$ cat config.mk
export PLATFORM = sky130hd
export DESIGN_NAME = dcache_tag_ctrl
export DESIGN_NICKNAME = d
export VERILOG_FILES = /design/src/rtl/dcache_tag_ctrl.sv
export SDC_FILE = /design/constraint.sdc
export NUM_CORES = 2
export LEC_CHECK = 0
export CAP_MARGIN = 0
export CORE_MARGIN = 2
export CORE_UTILIZATION = 51
export CTS_BUF_LIST = sky130_fd_sc_hd__clkbuf_8
export DETAILED_ROUTE_END_ITERATION = 7
export DONT_BUFFER_PORTS = 1
export PLACE_DENSITY = 0.68
export SETUP_SLACK_MARGIN = 0.02
export SYNTH_ARGS = -nofsm -noshare
export SYNTH_HDL_FRONTEND = slang
export SYNTH_SLANG_ARGS = --single-unit
$ cat constraint.sdc
create_clock -name clk -period 5.9 [get_ports clk]
set_input_delay 1.18 -clock clk [delete_from_list [all_inputs] [get_ports clk]]
set_output_delay 1.18 -clock clk [all_outputs]
set_load 0.01 [all_outputs]
$ cat src/rtl/dcache_tag_ctrl.sv
// dcache_tag_ctrl: direct-mapped data-cache tag controller (16-byte lines) with miss FSM.
//   Tag RAM (1r1w, registered read) holds tags; valid/dirty bits live in flops here.
//   Ports: clk, rst (sync, active-high); req_valid/req_adr/req_we in, req_done/stall out;
//   tag_radr/tag_rdata read port; tag_wadr/tag_wdata/tag_wen write port;
//   wb_req/wb_adr/wb_ack writeback handshake; rf_req/rf_adr/rf_ack refill handshake.
//   Optional DCACHE_FLUSH_EN adds flush_req/flush_done: walk every line, write back
//   valid dirty lines, then invalidate all.
module dcache_tag_ctrl #(
  parameter int DRWIDTH = 9,
  localparam int TW = 24 - DRWIDTH,
  localparam int LINES = 2 ** DRWIDTH
) (
  input  logic               clk,
  input  logic               rst,
  input  logic               req_valid,
  input  logic [27:0]        req_adr,
  input  logic               req_we,
  output logic               req_done,
  output logic               stall,
  output logic [DRWIDTH-1:0] tag_radr,
  input  logic [TW-1:0]      tag_rdata,
  output logic [DRWIDTH-1:0] tag_wadr,
  output logic [TW-1:0]      tag_wdata,
  output logic               tag_wen,
  output logic               wb_req,
  output logic [23:0]        wb_adr,
  input  logic               wb_ack,
  output logic               rf_req,
  output logic [23:0]        rf_adr,
  input  logic               rf_ack
`ifdef DCACHE_FLUSH_EN
  ,
  input  logic               flush_req,
  output logic               flush_done
`endif
);
  localparam logic [2:0] S_IDLE = 3'd0, S_LOOKUP = 3'd1, S_WBACK = 3'd2, S_REFILL = 3'd3, S_UPDATE = 3'd4;
`ifdef DCACHE_FLUSH_EN
  localparam logic [2:0] S_FL_RD = 3'd5, S_FL_CHK = 3'd6, S_FL_WB = 3'd7;
  logic [DRWIDTH-1:0] cnt;
  logic fl_dirty, fl_step;
`endif
  logic [2:0] state, nxt;
  logic [TW-1:0] tag_q, victim, req_tag;
  logic [DRWIDTH-1:0] idx_q, widx, req_idx;
  logic we_q, hit, unused_ok;
  logic [LINES-1:0] valid, dirty;
  assign req_tag = req_adr[27:DRWIDTH+4];
  assign req_idx = req_adr[DRWIDTH+3:4];
  assign unused_ok = ^req_adr[3:0];
  assign hit = valid[idx_q] && tag_rdata == tag_q;
  assign tag_wadr = idx_q;
  assign tag_wdata = tag_q;
  assign tag_wen = state == S_UPDATE;
  assign rf_req = state == S_REFILL;
  assign rf_adr = {tag_q, idx_q};
  // widx is the line index of the pending writeback (miss victim or flush line)
  assign wb_adr = {victim, widx};
  always_comb begin
    tag_radr = state == S_IDLE ? req_idx : idx_q;
    req_done = (state == S_LOOKUP && hit) || state == S_UPDATE;
    stall = state == S_IDLE ? req_valid : req_valid && !req_done;
    wb_req = state == S_WBACK;
    case (state)
      S_IDLE:   nxt = req_valid ? S_LOOKUP : S_IDLE;
      S_LOOKUP: nxt = hit ? S_IDLE : (valid[idx_q] && dirty[idx_q]) ? S_WBACK : S_REFILL;
      S_WBACK:  nxt = wb_ack ? S_REFILL : S_WBACK;
      S_REFILL: nxt = rf_ack ? S_UPDATE : S_REFILL;
      default:  nxt = S_IDLE;
    endcase
`ifdef DCACHE_FLUSH_EN
    fl_dirty = valid[cnt] && dirty[cnt];
    fl_step = (state == S_FL_CHK && !fl_dirty) || (state == S_FL_WB && wb_ack);
    flush_done = fl_step && &cnt;
    if (state == S_FL_RD || state == S_FL_CHK) tag_radr = cnt;
    if (state >= S_FL_RD) stall = 1'b1;
    if (state == S_FL_WB) wb_req = 1'b1;
    if (state == S_IDLE && flush_req) nxt = S_FL_RD;
    if (state == S_FL_RD) nxt = S_FL_CHK;
    if (state == S_FL_CHK) nxt = fl_dirty ? S_FL_WB : flush_done ? S_IDLE : S_FL_RD;
    if (state == S_FL_WB) nxt = !wb_ack ? S_FL_WB : flush_done ? S_IDLE : S_FL_RD;
`endif
  end
  always_ff @(posedge clk) begin
    if (rst) begin
      state <= S_IDLE;
      tag_q <= '0;
      idx_q <= '0;
      we_q <= 1'b0;
      victim <= '0;
      widx <= '0;
      valid <= '0;
      dirty <= '0;
`ifdef DCACHE_FLUSH_EN
      cnt <= '0;
`endif
    end else begin
      state <= nxt;
      if (state == S_IDLE && req_valid) begin
        tag_q <= req_tag;
        idx_q <= req_idx;
        we_q <= req_we;
      end
      if (state == S_LOOKUP && hit && we_q) dirty[idx_q] <= 1'b1;
      if (state == S_LOOKUP && !hit) begin
        victim <= tag_rdata;
        widx <= idx_q;
      end
      if (state == S_UPDATE) begin
        valid[idx_q] <= 1'b1;
        dirty[idx_q] <= we_q;
      end
`ifdef DCACHE_FLUSH_EN
      if (state == S_FL_CHK) begin
        victim <= tag_rdata;
        widx <= cnt;
      end
      // cnt wraps to 0 after the last line, ready for the next flush
      if (fl_step) begin
        valid[cnt] <= 1'b0;
        dirty[cnt] <= 1'b0;
        cnt <= cnt + 1'b1;
      end
`endif
    end
  end
endmodule
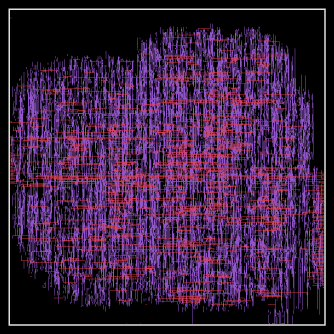
**Above:** routed metal, one colour a layer.
Drawn at 1 px/µm. Only two layers are drawn.
legend:
  red:
    layer: M3
    wire_length: 15900 µm
  purple:
    layer: M2
    wire_length: 73.2 mm
Tot GR Track Use: 0.3194
WL final: 161600 µm
wire length per cell: 25.42 µm

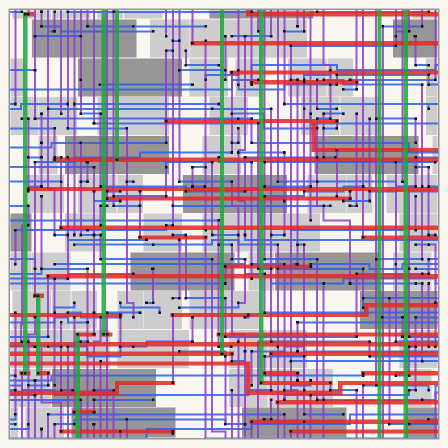
**Above:** zoomed window.
Window x 142 to 172, y 142 to 172 µm. Cells in grey, sequential cells in the stronger grey; small squares are vias.
legend:
  green:
    layer: M4
  purple:
    layer: M2
  blue:
    layer: M1
  red:
    layer: M3
netlist names of flops here include: dirty (9), valid (2)
sequential cells in the window: 11
cells with their middle in the window: 54
most frequent: dfxtp_1 (11), buf_4 (10), a21oi_1 (9)

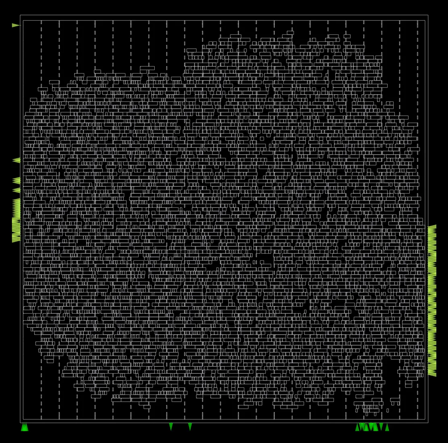
**Above:** cell placement.
Final Non-Filler Cells: 6359
sequential share of cell area: 0.4031
Final Util: 0.5620
fillers: 8436
tap cells: 1265

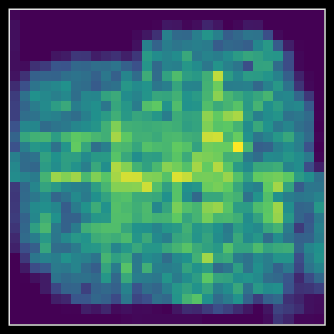
**Above:** signal metal coverage by tile.
Drawn at 1 px/µm. The die is cut into 31 by 31 equal tiles; dark purple is low, yellow is high, scaled to the fullest tile. Values are wire area over tile area, all layers added.
fullest tile: 0.69
tiles over half the peak: 38%
nearly empty tiles: 16%
densest ninth of the die: centre
mean over tiles: 0.28
emptiest ninth of the die: north-west

==> impl_metrics.toml <==
# implementation run metrics
[run_status]
status = "finished, violations left"
violations = "slew limit"

[hold_path]
hold_class = "in -> reg"
hold_path_end = "tag_wdata[12]"

[global_routing]
grt_max_degree = 1115
overflow = 0
antenna_found_initial = 2
grt_pass1_vias = 40750

[die]
dieHeight_um = 314.3
rows = 113
core_um2 = 95150
fp_util = 0.5160
die_x_um = 314.3
pin_count = 135

[synthesis]
top_area_frac = 0.4387
synth.logic.top_family = "AND-OR/OR-AND gates"
synth_adder_area_share = 0
ys_types = 59
largest_area_cell = "dfxtp_1"
synth-edff-count = 0
synth_area_per_cell_um2 = 9.335
synthFlopType = "dfxtp_1"
synth_warnings = 0
postSynthSeqShare = 0.4387
aoi_share = 0.2853
syn_area_um2 = 49100
yosys.area_share.simple = 0.07688

[worst_setup_path]
r2r_cells = 9
startpoint = "tag_wadr[0]"
crit-reg2reg-launch = "tag_wadr[0]"
reg2reg_to = "state[0]"
worst-path-stages = 12
crit_buf_inv = 3
cp_slowest_cell = "dfxtp_4"
worstPathCellList = "and2b_2, buf_4, buf_4, a22oi_1, nand3_1, nand4_1, a32oi_2, nand4_4, nor3_1, buf_4, nand2b_1, o311a_1"
crit_arrival_ps = 4610
setup.worst_path.end_class = "output pin"
start_kind = "flip-flop"
crit_top_cell = "buf_4"
cp.required_ps = 4720
cp_top_family = "simple AND/OR/NAND/NOR gates"

[placed_design]
place_congestion = 0.8107
port_buffers = 0

[power]
pwr-share-comb = 0.149
clkPwrFrac = 0.398
p_seq_uw = 7510
p_sw_uw = 4968
powerDensity_nw_per_um2 = 310.4
comb_power_uw = 2470

[clock_network]
cts_tree = "done"
clk_pin_slew_worst_paths_ps = 60
cts_hold_buf = 0
cts_buffer_depth = 3

[cells_and_area]
lay_top_cells = "dfxtp_1 (1070), a21oi_1 (1066), nor2_1 (532)"
area_growth_pct = 8.913
layout.cells.most_common = "dfxtp_1"
final_layout_size_suffix_gt1_frac = 0.1485

[drt]
dr.first_iter.drc_count = 5331

[timing]
hold-worst-slack_ps = 416.9
max_slew_margin = -0.8107
fin_skew_ps = 52.95
drv_slew = 800
tns_ps = 0

[run]
warnings = 50
==> layer usage <==
layer,track usage,part of all wire,vias up
li1,-,-,18690
met4,0.1443,0.038,0
met1,0.4317,0.41,20800
met5,0,0,-
met2,0.4966,0.45,2217
met3,0.06166,0.098,403
==> cell type report <==
cell class	count	area, µm²
clock buffers	229	3152
flip-flops and latches	1076	21560
fillers	8436	41670
well taps	1265	1583
repair buffers	192	1749
inverters	6	23.77
multi-input cells	3509	24980
clock inverters	78	419.2
diodes	4	10.01
==> sequential cells by signal, summed over array words and instances (netlist names), named ones only <==
signal and cells:
dirty 511, we_q 1, tag_wdata 15, state 3, widx 9, tag_wadr 9, valid 512, victim 15
==> synthesized netlist by cell type, drive strengths merged, types with 4 or more instances <==
| cell type | instances |
|---|---|
| nor2 | 570 |
| a31oi | 5 |
| o211ai | 5 |
| nor4 | 17 |
| nand3 | 39 |
| mux4 | 218 |
| o21ai | 7 |
| nor2b | 8 |
| a22oi | 66 |
| and3 | 11 |
| a22o | 22 |
| a211oi | 502 |
| mux2i | 171 |
| a221oi | 4 |
| clkbuf | 496 |
| mux2 | 8 |
| nand2b | 57 |
| o22ai | 7 |
| inv | 5 |
| nor3 | 28 |
| nand4 | 12 |
| buf | 173 |
| dfxtp | 1076 |
| o31ai | 5 |
| and2 | 9 |
| a21oi | 1066 |
| xnor2 | 15 |
| nand2 | 125 |
| o21a | 499 |
==> repair_timing <==
item                       CTS  global route
setup endpoints to repair    2             2
setup buffers                0             1
cloned                       1             1
resized                      1             4
==> metrics by stage <==
stage          setup slack [ps]  total power (µW)  cell area (µm²)
3_5_place_dp              742.8             10040            49810
5_1_grt                   31.75             17090            53470
6_report                  109.1             16600            53480
4_1_cts                   47.41             16570            53420
2_1_floorplan              1653              9315            49100
3_3_place_gp              726.7             10030            49810
Power and IR drop assume default switching activity.
